$ cat src/rtl/rs_dispatch_pkg.sv
// rs_dispatch_pkg: shared widths, tag constant and record types for the RS dispatch stage.
//   INST_TYPE_WIDTH / DATA_WIDTH : op-type and datapath widths
//   DEPTH_DEF / ROB_IDX_W_DEF / RS_IDX_W_DEF : default block sizing
//   NO_TAG   : producer tag meaning "value already available"
//   dec_op_t : one decoded op as held in the dispatch FIFO
//   operand_t: resolved operand (value + outstanding producer tag)
package rs_dispatch_pkg;
    localparam int INST_TYPE_WIDTH = 6;
    localparam int DATA_WIDTH      = 32;
    localparam int DEPTH_DEF       = 16;
    localparam int ROB_IDX_W_DEF   = 4;
    localparam int RS_IDX_W_DEF    = 5;
    localparam logic [DATA_WIDTH-1:0] NO_TAG = 32'hFFFF_FFFF;

    typedef struct packed {
        logic [INST_TYPE_WIDTH-1:0] ordertype;
        logic [DATA_WIDTH-1:0]      pc;
        logic [DATA_WIDTH-1:0]      imm;
        logic [4:0]                 rs1;
        logic [4:0]                 rs2;
        logic [4:0]                 rd;
        logic                       use_rs1;
        logic                       use_rs2;
        logic                       writes_rd;
    } dec_op_t;

    typedef struct packed {
        logic [DATA_WIDTH-1:0] v;
        logic [DATA_WIDTH-1:0] q;
    } operand_t;
endpackage

$ cat src/rtl/rs_dispatch_if.sv
// rs_dispatch_if: decoder-to-dispatch valid/ready handshake with the decoded op payload.
//   master (decoder) : drives in_valid and the in_* payload, samples in_ready
//   slave  (dispatch): samples in_valid and payload, drives in_ready
interface rs_dispatch_if;
    import rs_dispatch_pkg::*;
    logic                       in_valid;
    logic                       in_ready;
    logic [INST_TYPE_WIDTH-1:0] in_ordertype;
    logic [DATA_WIDTH-1:0]      in_pc;
    logic [DATA_WIDTH-1:0]      in_imm;
    logic [4:0]                 in_rs1;
    logic [4:0]                 in_rs2;
    logic [4:0]                 in_rd;
    logic                       in_use_rs1;
    logic                       in_use_rs2;
    logic                       in_writes_rd;

    modport master (
        output in_valid, in_ordertype, in_pc, in_imm, in_rs1, in_rs2, in_rd,
               in_use_rs1, in_use_rs2, in_writes_rd,
        input  in_ready
    );
    modport slave (
        input  in_valid, in_ordertype, in_pc, in_imm, in_rs1, in_rs2, in_rd,
               in_use_rs1, in_use_rs2, in_writes_rd,
        output in_ready
    );
endinterface

$ cat src/rtl/rs_dispatch_fifo.sv
// rs_dispatch_fifo: synchronous op FIFO with occupancy count and single-cycle flush.
//   clk, rst (async, active-low)
//   flush_i : empty the queue at the edge (takes priority over push/pop)
//   push_i  : write din_i at the tail (caller guarantees not full)
//   pop_i   : advance the head (caller guarantees not empty)
//   dout_o  : entry at the head; count_o : occupancy 0..DEPTH
module rs_dispatch_fifo
    import rs_dispatch_pkg::*;
#(
    parameter int DEPTH = DEPTH_DEF
) (
    input  logic                       clk,
    input  logic                       rst,
    input  logic                       flush_i,
    input  logic                       push_i,
    input  logic                       pop_i,
    input  dec_op_t                    din_i,
    output dec_op_t                    dout_o,
    output logic [$clog2(DEPTH):0]     count_o
);
    localparam int AW = $clog2(DEPTH);
    localparam int CW = AW + 1;

    dec_op_t       mem_q [DEPTH];
    logic [AW-1:0] head_q, head_d, tail_q, tail_d;
    logic [CW-1:0] count_q, count_d;

    always_comb begin
        head_d  = flush_i ? '0 : head_q + AW'(pop_i);
        tail_d  = flush_i ? '0 : tail_q + AW'(push_i);
        count_d = flush_i ? '0 : count_q + CW'(push_i) - CW'(pop_i);
    end

    always_ff @(posedge clk or negedge rst) begin
        if (!rst) begin
            head_q  <= '0;
            tail_q  <= '0;
            count_q <= '0;
        end else begin
            head_q  <= head_d;
            tail_q  <= tail_d;
            count_q <= count_d;
        end
    end

    // Storage carries no reset: only slots between head and tail are ever read.
    always_ff @(posedge clk) begin
        if (push_i && !flush_i) mem_q[tail_q] <= din_i;
    end

    assign dout_o  = mem_q[head_q];
    assign count_o = count_q;
endmodule

$ cat src/rtl/rs_dispatch.sv
// rs_dispatch: buffers decoded ops, resolves operands, allocates a ROB entry and writes one RS slot per cycle.
//   clk, rst (async, active-low), rdy (global enable), Clear_flag (mispredict flush)
//   dec            : decoder handshake + op payload (slave side)
//   rf_* / rob_*   : register-status and ROB lookups for the head op's sources
//   rob_alloc*     : ROB allocation strobe and payload; rf_rename_* : rd rename write
//   RS_unbusy_pos  : free RS slot (all-ones = full); insqueue_to_RS_needchange/r2/RS_s_* : RS insert port
//   RS_to_ROB_* / SLB_to_RS_* : same-cycle result broadcasts used for forwarding
module rs_dispatch
    import rs_dispatch_pkg::*;
#(
    parameter int DEPTH     = DEPTH_DEF,
    parameter int ROB_IDX_W = ROB_IDX_W_DEF,
    parameter int RS_IDX_W  = RS_IDX_W_DEF
) (
    input  logic                       clk,
    input  logic                       rst,
    input  logic                       rdy,
    input  logic                       Clear_flag,
    rs_dispatch_if.slave               dec,
    output logic [4:0]                 rf_rs1,
    output logic [4:0]                 rf_rs2,
    input  logic [DATA_WIDTH-1:0]      rf_val1,
    input  logic [DATA_WIDTH-1:0]      rf_q1,
    input  logic [DATA_WIDTH-1:0]      rf_val2,
    input  logic [DATA_WIDTH-1:0]      rf_q2,
    output logic [ROB_IDX_W-1:0]       rob_q1,
    output logic [ROB_IDX_W-1:0]       rob_q2,
    input  logic                       rob_ready1,
    input  logic                       rob_ready2,
    input  logic [DATA_WIDTH-1:0]      rob_value1,
    input  logic [DATA_WIDTH-1:0]      rob_value2,
    input  logic                       rob_full,
    input  logic [ROB_IDX_W-1:0]       rob_tail,
    output logic                       rob_alloc,
    output logic [DATA_WIDTH-1:0]      rob_alloc_pc,
    output logic [4:0]                 rob_alloc_rd,
    output logic [INST_TYPE_WIDTH-1:0] rob_alloc_ordertype,
    output logic                       rf_rename_en,
    output logic [4:0]                 rf_rename_rd,
    output logic [DATA_WIDTH-1:0]      rf_rename_tag,
    input  logic [RS_IDX_W-1:0]        RS_unbusy_pos,
    output logic                       insqueue_to_RS_needchange,
    output logic [RS_IDX_W-1:0]        r2,
    output logic [DATA_WIDTH-1:0]      RS_s_vj_r2_,
    output logic [DATA_WIDTH-1:0]      RS_s_vk_r2_,
    output logic [DATA_WIDTH-1:0]      RS_s_qj_r2_,
    output logic [DATA_WIDTH-1:0]      RS_s_qk_r2_,
    output logic [DATA_WIDTH-1:0]      RS_s_pc_r2_,
    output logic [DATA_WIDTH-1:0]      RS_s_A_r2_,
    output logic [DATA_WIDTH-1:0]      RS_s_reorder_r2_,
    output logic [INST_TYPE_WIDTH-1:0] RS_s_ordertype_r2_,
    output logic                       RS_s_busy_r2_,
    input  logic                       RS_to_ROB_needchange,
    input  logic [ROB_IDX_W-1:0]       b2,
    input  logic [DATA_WIDTH-1:0]      ROB_s_value_b2_,
    input  logic                       SLB_to_RS_needchange,
    input  logic [ROB_IDX_W-1:0]       b4,
    input  logic [DATA_WIDTH-1:0]      SLB_to_RS_loadvalue
);
    localparam int CW = $clog2(DEPTH) + 1;

    dec_op_t         head, din;
    logic [CW-1:0]   count;
    logic            has_op, go, push, flush;
    operand_t        op1, op2;
    logic [DATA_WIDTH-1:0] tail_tag;

    // Priority: unused/x0, register file, RS broadcast, load broadcast, ROB, still pending.
    function automatic operand_t resolve(input logic use_r, input logic [4:0] r,
                                         input logic [DATA_WIDTH-1:0] val, q,
                                         input logic rob_rdy, input logic [DATA_WIDTH-1:0] rob_val);
        operand_t o;
        o = '{v: '0, q: NO_TAG};
        if (!use_r || r == 5'd0) o.v = '0;
        else if (q == NO_TAG) o.v = val;
        else if (RS_to_ROB_needchange && DATA_WIDTH'(b2) == q) o.v = ROB_s_value_b2_;
        else if (SLB_to_RS_needchange && DATA_WIDTH'(b4) == q) o.v = SLB_to_RS_loadvalue;
        else if (rob_rdy) o.v = rob_val;
        else o.q = q;
        return o;
    endfunction

    assign din = '{ordertype: dec.in_ordertype, pc: dec.in_pc, imm: dec.in_imm,
                   rs1: dec.in_rs1, rs2: dec.in_rs2, rd: dec.in_rd,
                   use_rs1: dec.in_use_rs1, use_rs2: dec.in_use_rs2,
                   writes_rd: dec.in_writes_rd};

    assign has_op       = rst && count != '0;
    assign go           = rdy && !Clear_flag && has_op && RS_unbusy_pos != '1 && !rob_full;
    assign flush        = rdy && Clear_flag;
    assign dec.in_ready = rst && count != CW'(DEPTH);
    assign push         = rdy && !Clear_flag && dec.in_valid && dec.in_ready;
    assign tail_tag     = DATA_WIDTH'(rob_tail);

    rs_dispatch_fifo #(.DEPTH(DEPTH)) u_fifo (
        .clk     (clk),
        .rst     (rst),
        .flush_i (flush),
        .push_i  (push),
        .pop_i   (go),
        .din_i   (din),
        .dout_o  (head),
        .count_o (count)
    );

    always_comb begin
        op1 = resolve(head.use_rs1, head.rs1, rf_val1, rf_q1, rob_ready1, rob_value1);
        op2 = resolve(head.use_rs2, head.rs2, rf_val2, rf_q2, rob_ready2, rob_value2);
    end

    // Lookup addresses are held at zero while the queue is empty so reset shows clean outputs.
    assign rf_rs1 = has_op ? head.rs1 : '0;
    assign rf_rs2 = has_op ? head.rs2 : '0;
    assign rob_q1 = has_op ? rf_q1[ROB_IDX_W-1:0] : '0;
    assign rob_q2 = has_op ? rf_q2[ROB_IDX_W-1:0] : '0;

    assign insqueue_to_RS_needchange = go;
    assign r2                 = go ? RS_unbusy_pos : '0;
    assign RS_s_vj_r2_        = go ? op1.v : '0;
    assign RS_s_qj_r2_        = go ? op1.q : '0;
    assign RS_s_vk_r2_        = go ? op2.v : '0;
    assign RS_s_qk_r2_        = go ? op2.q : '0;
    assign RS_s_pc_r2_        = go ? head.pc : '0;
    assign RS_s_A_r2_         = go ? head.imm : '0;
    assign RS_s_reorder_r2_   = go ? tail_tag : '0;
    assign RS_s_ordertype_r2_ = go ? head.ordertype : '0;
    assign RS_s_busy_r2_      = go;

    assign rob_alloc           = go;
    assign rob_alloc_pc        = go ? head.pc : '0;
    assign rob_alloc_rd        = go ? head.rd : '0;
    assign rob_alloc_ordertype = go ? head.ordertype : '0;

    assign rf_rename_en  = go && head.writes_rd && head.rd != 5'd0;
    assign rf_rename_rd  = rf_rename_en ? head.rd : '0;
    assign rf_rename_tag = rf_rename_en ? tail_tag : '0;
endmodule

$ cat src/flat_wrapper.sv
// flat-port wrapper written by rule: the top's interface ports become plain ports
module rs_dispatch_flat import rs_dispatch_pkg::*;
#(
    parameter int DEPTH     = DEPTH_DEF,
    parameter int ROB_IDX_W = ROB_IDX_W_DEF,
    parameter int RS_IDX_W  = RS_IDX_W_DEF
)
  (clk, rst, rdy, Clear_flag, rf_rs1, rf_rs2, rf_val1, rf_q1, rf_val2, rf_q2, rob_q1, rob_q2, rob_ready1, rob_ready2, rob_value1, rob_value2, rob_full, rob_tail, rob_alloc, rob_alloc_pc, rob_alloc_rd, rob_alloc_ordertype, rf_rename_en, rf_rename_rd, rf_rename_tag, RS_unbusy_pos, insqueue_to_RS_needchange, r2, RS_s_vj_r2_, RS_s_vk_r2_, RS_s_qj_r2_, RS_s_qk_r2_, RS_s_pc_r2_, RS_s_A_r2_, RS_s_reorder_r2_, RS_s_ordertype_r2_, RS_s_busy_r2_, RS_to_ROB_needchange, b2, ROB_s_value_b2_, SLB_to_RS_needchange, b4, SLB_to_RS_loadvalue, dec_in_valid, dec_in_ordertype, dec_in_pc, dec_in_imm, dec_in_rs1, dec_in_rs2, dec_in_rd, dec_in_use_rs1, dec_in_use_rs2, dec_in_writes_rd, dec_in_ready);
  rs_dispatch_if dec_i ();
  input  logic clk;
  input  logic rst;
  input  logic rdy;
  input  logic Clear_flag;
  output logic [4:0] rf_rs1;
  output logic [4:0] rf_rs2;
  input  logic [DATA_WIDTH-1:0] rf_val1;
  input  logic [DATA_WIDTH-1:0] rf_q1;
  input  logic [DATA_WIDTH-1:0] rf_val2;
  input  logic [DATA_WIDTH-1:0] rf_q2;
  output logic [ROB_IDX_W-1:0] rob_q1;
  output logic [ROB_IDX_W-1:0] rob_q2;
  input  logic rob_ready1;
  input  logic rob_ready2;
  input  logic [DATA_WIDTH-1:0] rob_value1;
  input  logic [DATA_WIDTH-1:0] rob_value2;
  input  logic rob_full;
  input  logic [ROB_IDX_W-1:0] rob_tail;
  output logic rob_alloc;
  output logic [DATA_WIDTH-1:0] rob_alloc_pc;
  output logic [4:0] rob_alloc_rd;
  output logic [INST_TYPE_WIDTH-1:0] rob_alloc_ordertype;
  output logic rf_rename_en;
  output logic [4:0] rf_rename_rd;
  output logic [DATA_WIDTH-1:0] rf_rename_tag;
  input  logic [RS_IDX_W-1:0] RS_unbusy_pos;
  output logic insqueue_to_RS_needchange;
  output logic [RS_IDX_W-1:0] r2;
  output logic [DATA_WIDTH-1:0] RS_s_vj_r2_;
  output logic [DATA_WIDTH-1:0] RS_s_vk_r2_;
  output logic [DATA_WIDTH-1:0] RS_s_qj_r2_;
  output logic [DATA_WIDTH-1:0] RS_s_qk_r2_;
  output logic [DATA_WIDTH-1:0] RS_s_pc_r2_;
  output logic [DATA_WIDTH-1:0] RS_s_A_r2_;
  output logic [DATA_WIDTH-1:0] RS_s_reorder_r2_;
  output logic [INST_TYPE_WIDTH-1:0] RS_s_ordertype_r2_;
  output logic RS_s_busy_r2_;
  input  logic RS_to_ROB_needchange;
  input  logic [ROB_IDX_W-1:0] b2;
  input  logic [DATA_WIDTH-1:0] ROB_s_value_b2_;
  input  logic SLB_to_RS_needchange;
  input  logic [ROB_IDX_W-1:0] b4;
  input  logic [DATA_WIDTH-1:0] SLB_to_RS_loadvalue;
  input wire logic [$bits(dec_i.in_valid)-1:0] dec_in_valid;
  input wire logic [$bits(dec_i.in_ordertype)-1:0] dec_in_ordertype;
  input wire logic [$bits(dec_i.in_pc)-1:0] dec_in_pc;
  input wire logic [$bits(dec_i.in_imm)-1:0] dec_in_imm;
  input wire logic [$bits(dec_i.in_rs1)-1:0] dec_in_rs1;
  input wire logic [$bits(dec_i.in_rs2)-1:0] dec_in_rs2;
  input wire logic [$bits(dec_i.in_rd)-1:0] dec_in_rd;
  input wire logic [$bits(dec_i.in_use_rs1)-1:0] dec_in_use_rs1;
  input wire logic [$bits(dec_i.in_use_rs2)-1:0] dec_in_use_rs2;
  input wire logic [$bits(dec_i.in_writes_rd)-1:0] dec_in_writes_rd;
  output wire logic [$bits(dec_i.in_ready)-1:0] dec_in_ready;
  assign dec_i.in_valid = dec_in_valid;
  assign dec_i.in_ordertype = dec_in_ordertype;
  assign dec_i.in_pc = dec_in_pc;
  assign dec_i.in_imm = dec_in_imm;
  assign dec_i.in_rs1 = dec_in_rs1;
  assign dec_i.in_rs2 = dec_in_rs2;
  assign dec_i.in_rd = dec_in_rd;
  assign dec_i.in_use_rs1 = dec_in_use_rs1;
  assign dec_i.in_use_rs2 = dec_in_use_rs2;
  assign dec_i.in_writes_rd = dec_in_writes_rd;
  assign dec_in_ready = dec_i.in_ready;
  rs_dispatch #(.DEPTH(DEPTH), .ROB_IDX_W(ROB_IDX_W), .RS_IDX_W(RS_IDX_W)) u_core (.clk(clk), .rst(rst), .rdy(rdy), .Clear_flag(Clear_flag), .dec(dec_i), .rf_rs1(rf_rs1), .rf_rs2(rf_rs2), .rf_val1(rf_val1), .rf_q1(rf_q1), .rf_val2(rf_val2), .rf_q2(rf_q2), .rob_q1(rob_q1), .rob_q2(rob_q2), .rob_ready1(rob_ready1), .rob_ready2(rob_ready2), .rob_value1(rob_value1), .rob_value2(rob_value2), .rob_full(rob_full), .rob_tail(rob_tail), .rob_alloc(rob_alloc), .rob_alloc_pc(rob_alloc_pc), .rob_alloc_rd(rob_alloc_rd), .rob_alloc_ordertype(rob_alloc_ordertype), .rf_rename_en(rf_rename_en), .rf_rename_rd(rf_rename_rd), .rf_rename_tag(rf_rename_tag), .RS_unbusy_pos(RS_unbusy_pos), .insqueue_to_RS_needchange(insqueue_to_RS_needchange), .r2(r2), .RS_s_vj_r2_(RS_s_vj_r2_), .RS_s_vk_r2_(RS_s_vk_r2_), .RS_s_qj_r2_(RS_s_qj_r2_), .RS_s_qk_r2_(RS_s_qk_r2_), .RS_s_pc_r2_(RS_s_pc_r2_), .RS_s_A_r2_(RS_s_A_r2_), .RS_s_reorder_r2_(RS_s_reorder_r2_), .RS_s_ordertype_r2_(RS_s_ordertype_r2_), .RS_s_busy_r2_(RS_s_busy_r2_), .RS_to_ROB_needchange(RS_to_ROB_needchange), .b2(b2), .ROB_s_value_b2_(ROB_s_value_b2_), .SLB_to_RS_needchange(SLB_to_RS_needchange), .b4(b4), .SLB_to_RS_loadvalue(SLB_to_RS_loadvalue));
endmodule
$ cat config.mk
export PLATFORM = sky130hd
export DESIGN_NAME = rs_dispatch_flat
export DESIGN_NICKNAME = d
export VERILOG_FILES = /design/src/rtl/rs_dispatch_pkg.sv /design/src/rtl/rs_dispatch_if.sv /design/src/rtl/rs_dispatch_fifo.sv /design/src/rtl/rs_dispatch.sv /design/src/flat_wrapper.sv
export SDC_FILE = /design/constraint.sdc
export NUM_CORES = 1
export LEC_CHECK = 0
export CORE_MARGIN = 1.5
export CORE_UTILIZATION = 53
export DETAILED_ROUTE_END_ITERATION = 10
export PLACE_DENSITY_LB_ADDON = 0.1
export SLEW_MARGIN = 20
export SYNTH_ARGS = -nofsm -noshare
export SYNTH_HDL_FRONTEND = slang
export SYNTH_SLANG_ARGS = --single-unit
$ cat constraint.sdc
create_clock -name clk -period 17.1 [get_ports clk]
set_clock_uncertainty 0.1 [all_clocks]
set_input_delay 1.71 -clock clk [delete_from_list [all_inputs] [get_ports clk]]
set_output_delay 1.71 -clock clk [all_outputs]
set_load 0.02 [all_outputs]
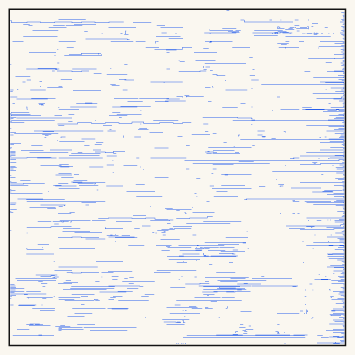
Fig. 1. Signal wires on met3 (run 1).
Scale: 1 px per um.
- wire length on this layer: 11400 um
- longest straight run: 154 um
- share of all routed wire: 6.7%
Total Routed Length: 171000 um
met3 usage in global routing: 5.00%

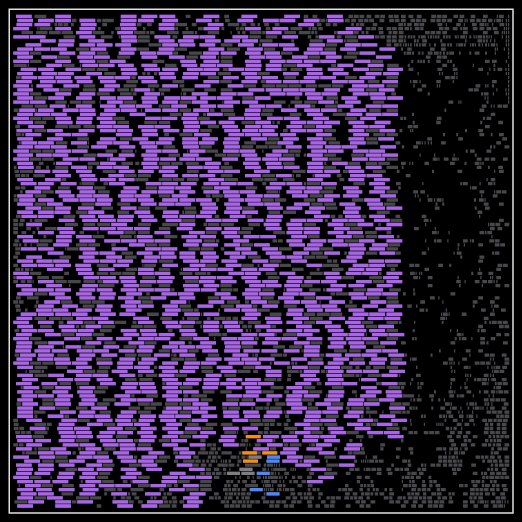
Fig. 2. Register map, names as in the netlist (run 1).
Scale: 1.5 px per um.
- `u_core.u_fifo.count_o`: blue (placed flops 5; where south)
- `u_core.u_fifo.head_q`: orange (placed flops 4; where south)
- `u_core.u_fifo.mem_q`: purple (placed flops 1408; where all over the die)

==> flow_metrics.py, run 1 <==
# Flow results
metrics = {
    "timing": {
        "worstMarginPinSlew_ns": 1.11,
        "setup_ws_ns": 8.87,
        "tns_ns": 0,
    },
    "job": {
        "maxCapViolations": 0,
    },
    "setup_path": {
        "worst_setup_path_start_kind": "input port",
        "worstSetupPathType": "input port to primary output",
    },
    "drt": {
        "wl_met1_um": 63000,
        "ant_nets": 0,
        "route.detailed.vias_per_inst": 6.26,
    },
    "pwr": {
        "p_leak_nw": 21.3,
    },
    "worst_hold_path": {
        "min-delay-start": "u_core.u_fifo.count_o[0]",
        "min_to": "u_core.u_fifo.count_o[0]",
        "hold_depth": 2,
    },
    "synth": {
        "flop_cell": "edfxtp_1",
        "synth_cells": 2900,
        "ys_seq_share_pct": 73.0,
        "ys_ff": 1421,
    },
    "placement": {
        "place_congestion": 0.961,
        "place_inst": 4800,
        "io_buffers": 652,
        "post-dp-hpwl_um": 105000,
    },
    "clocking": {
        "clock_sinks": 1421,
        "clock_latency_ns": 0.71,
        "htreeDepth": 4,
    },
    "outcome": {
        "status": "finished, final reports clean",
    },
    "die": {
        "fp_util_pct": 53.5,
        "std_cell_rows": 121,
        "die_y_um": 335,
    },
    "final_layout": {
        "final_common_cell": "edfxtp_1",
        "final_cell_mix": "edfxtp_1 (1408), clkdlybuf4s50_1 (652), mux4_2 (427), nand2_1 (140), clkbuf_16 (136)",
        "fin_area_um2": 70100,
    },
    "global_routing": {
        "antenna_found_initial": 33,
    },
}
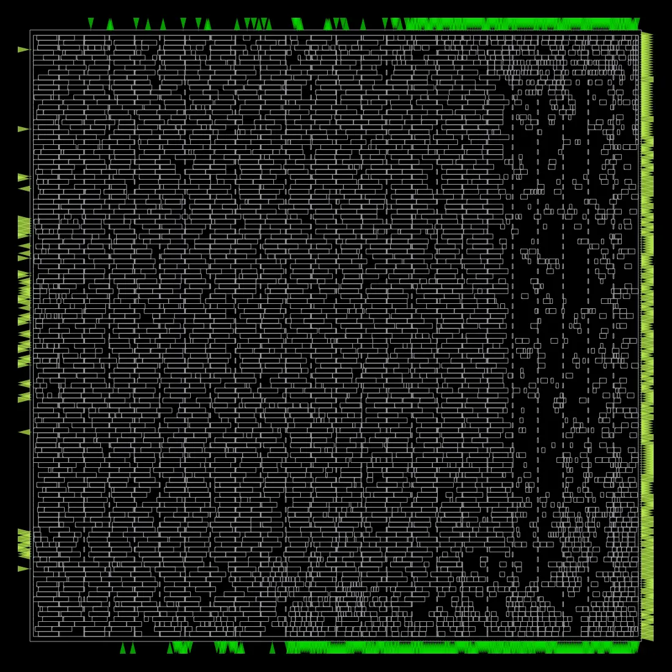
Fig. 3. Placement view (run 1).
Non-Filler Instances: 5052
TAP cells: 1414
Post-Route Utilization: 64.3%

[run 1: worst register-to-register path, delay by kind of cell (launching register included)]
family / cells / cell delay [ns]
simple gates: 5 / 0.98
flops: 1 / 0.37
compound gates: 2 / 0.30
xor+xnor: 1 / 0.16
fa+ha+maj: 4 / 1.16
buf+inv: 7 / 1.87
[run 1: cells by family (layout without fill, tap and decap cells)]
group,count (synthesis),after routing,share of synthesized area [%]
xor gates and xnor gates,24,24,0.360
buffers and inverters,289,949,2.69
AOI/OAI and AO/OA,224,224,2.94
other,1,79,0.00643
and+or+nand+nor,494,494,4.07
DFF,1421,1421,73.0
muxes,436,436,16.6
adders and majority gates,11,11,0.249
[run 1: synthesized netlist by cell type, types with 5 or more instances]
master | count | area (um^2)
ha_1 | 10 | 125
nand2_1 | 140 | 526
nor3_1 | 6 | 30.0
a221oi_1 | 5 | 43.8
buf_2 | 49 | 245
nor4_1 | 16 | 100
buf_6 | 5 | 56.3
inv_1 | 11 | 41.3
nand3_1 | 74 | 370
buf_1 | 9 | 33.8
nor2_1 | 112 | 420
mux4_2 | 427 | 9620
mux2i_1 | 7 | 70.1
a22o_1 | 10 | 87.6
a311o_1 | 64 | 641
nand4_1 | 19 | 119
a21oi_1 | 67 | 335
or4_1 | 10 | 75.1
dfrtp_1 | 13 | 325
and2_1 | 108 | 676
xnor2_1 | 21 | 184
clkbuf_1 | 113 | 424
o21a_1 | 65 | 488
buf_4 | 102 | 766
edfxtp_1 | 1408 | 42300
[run 1: power by group]
part           leakage [nW]  internal (mW)  total (mW)  switching, mW
Clock                  1.98           1.55        2.76           1.21
Sequential             12.8           3.85        3.86         0.0179
Combinational          6.53          0.401       0.786          0.385
[run 1: state kept, by name, summed over array words and instances, names as in the netlist]
signal and flops:
u_core.u_fifo.mem_q 1408, u_core.u_fifo.count_o 5, u_core.u_fifo.head_q 4, u_core.u_fifo.tail_q 4
[run 1: how the worst max path moves through the flow]
stage,startpoint,cells past startpoint,slack (ns),to
detailed placement,rst,8,8.54,rob_alloc_pc[21]
global placement,rst,8,8.87,rob_alloc_pc[21]
global route,rst,9,8.47,rf_rename_tag[3]
CTS,u_core.u_fifo.head_q[0],9,8.48,RS_s_vj_r2_[28]
finish,rst,8,8.87,RS_s_pc_r2_[9]
floorplan,rst,5,7.58,u_core.u_fifo.mem_q[0][0]
[run 1: layout make-up]
| type | count | area, um^2 | area share (%) |
|---|---|---|---|
| sequential | 1421 | 42600 | 60.8 |
| multi-input combinational | 1245 | 14500 | 20.7 |
| timing repair buffer | 710 | 7050 | 10.1 |
| tap | 1414 | 1770 | 2.52 |
| clock buffer | 159 | 3490 | 4.98 |
| antenna | 23 | 57.6 | 0.0821 |
| clock inverter | 69 | 539 | 0.769 |
| inverter | 11 | 43.8 | 0.0625 |
[run 1: per-layer routing]
layer	up-vias	track usage (%)
met5	-	0
met4	14	13.5
met3	259	5.00
met2	1471	52.4
met1	16815	38.6
li1	13071	-
Fig. 4: run 1, cells coloured by class
Scale: 1 px per um.
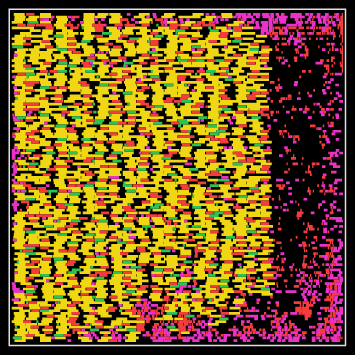

==> inputs of run 2 (changes only) <==
Clock period 17.1 ns to 8 ns, I/O delays scaled along.
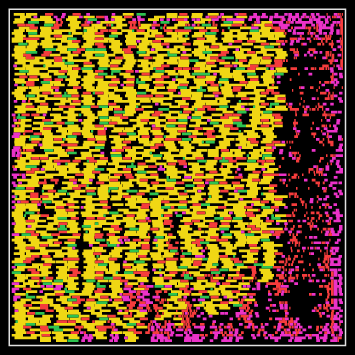
Fig. 5. Cells coloured by class (run 2).
Scale: 1 px per um.
- flops: yellow (cells 1421)
- all other logic: red (cells 1256)
- other buffers and delay cells: magenta (cells 708)
- clock drivers and dummy loads: green (cells 242)

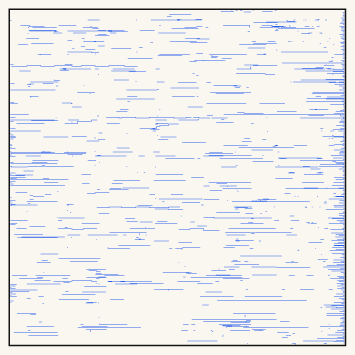
Fig. 6. Signal wires on met3 (run 2).
Scale: 1 px per um.
- wire length on this layer: 10300 um
- main direction: horizontal
- longest straight run: 117 um
- share of all routed wire: 6.1%
- nets with wire on the layer: 561
Total Routed Length: 170000 um
via count: 31503

==> flow_metrics.py, run 2 <==
# Flow results
metrics = {
    "clocking": {
        "clock_latency_ns": 0.71,
        "htreeDepth": 4,
    },
    "die": {
        "std_cell_rows": 121,
        "fp_util_pct": 53.5,
    },
    "setup_path": {
        "startpoint": "u_core.u_fifo.head_q[2]",
        "worst_setup_path_start_kind": "flop",
        "worstSetupPathType": "flop to primary output",
    },
    "synth": {
        "ys_seq_share_pct": 73.0,
        "ys_ff": 1421,
        "yosysMostFrequentCell": "edfxtp_1",
    },
    "drt": {
        "route.detailed.vias_per_inst": 6.24,
    },
    "final_layout": {
        "regArea_um2": 42600,
        "final_common_cell": "edfxtp_1",
        "fin_area_um2": 70600,
        "finalNonFillerCells": 5052,
        "logic_area_um2": 14500,
    },
    "placement": {
        "place_inst": 4797,
        "post-dp-hpwl_um": 100000,
    },
    "outcome": {
        "status": "finished, final reports clean",
    },
    "global_routing": {
        "antenna_found_initial": 28,
    },
}
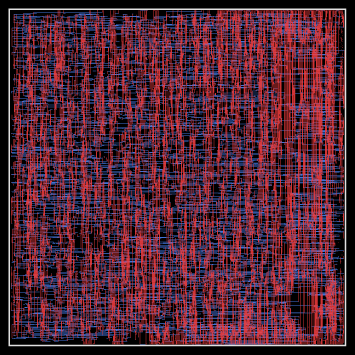
Fig. 7. Metal layers overlaid (run 2).
Scale: 1 px per um. Only two layers are drawn.
- met1: blue (wire length 63.3 mm)
- met2: red (wire length 87.5 mm)

==> run 2: stage by stage <==
stage | hold slack, ns | total power, mW | utilization (%) | setup WS (ns)
2_1_floorplan | 0.404 | 9.46 | - | 1.75
3_3_place_gp | 0.498 | 10.1 | 60.7 | 2.31
3_5_place_dp | 0.515 | 10.1 | 60.7 | 2.20
4_1_cts | 0.350 | 16.3 | 64.7 | 1.54
5_1_grt | 0.391 | 16.7 | 64.7 | 1.34
6_report | 0.373 | 16.2 | 64.8 | 1.69
==> run 2: power by group <==
part	internal [mW]	switching (mW)	leakage [nW]
logic	0.858	0.823	6.53
registers	8.22	0.0453	12.8
clock network	3.67	2.62	2.14
==> run 2: worst reg2reg max path, stage by stage, from the launching register on <==
cell and delay, ns:
dfrtp_1 0.35, inv_1 0.07, ha_1 0.21, nand2_1 0.08
o21ai_0 0.11, or4_1 0.66, inv_4 0.49, ha_1 0.35
inv_1 0.07, ha_1 0.16, inv_1 0.07, fa_1 0.43
inv_1 0.08, a21oi_1 0.05, nor2_1 0.08, nor2_1 0.05
xnor2_1 0.16, nor2_1 0.06
==> run 2: final timing paths <==
check                                            to  cells past startpoint
setup / recovery                     RS_s_vj_r2_[0]                      8
setup reg to reg           u_core.u_fifo.count_o[4]                     17
hold reg to reg            u_core.u_fifo.count_o[0]                      2
max in group asynchronous   u_core.u_fifo.head_q[2]                      1
min in group clk           u_core.u_fifo.count_o[0]                      2
hold / removal             u_core.u_fifo.count_o[3]                      1
==> run 2: kinds of logic (layout without fill, tap and decap cells) <==
family | count (synthesis) | in the layout | share of synthesized area, %
flip-flops | 1421 | 1421 | 73.0
AND/OR/NAND/NOR | 494 | 494 | 4.07
multiplexers | 436 | 436 | 16.6
buffers and inverters | 289 | 961 | 2.69
AND-OR/OR-AND | 224 | 224 | 2.94
XOR/XNOR | 24 | 24 | 0.360
adder cells (fa/ha/maj) | 11 | 11 | 0.249
other | 1 | 67 | 0.00643
==> run 2: metal layers <==
| layer | GRT usage, % | share of wire (%) |
|---|---|---|
| met1 | 38.0 | 37 |
| met5 | 0 | 0.047 |
| met2 | 52.2 | 52 |
| met3 | 5.00 | 6.1 |
| met4 | 14.1 | 4.9 |
==> run 2: final cells by class <==
class,instances,share of cell area [%]
antenna,11,0.0390
clock buffer,173,5.26
clock inverter,69,0.947
inverter,11,0.0620
multi-input combinational,1245,20.6
sequential,1421,60.4
tap,1414,2.51
timing repair buffer,708,10.2
Power is estimated from default activity; no workload was simulated.
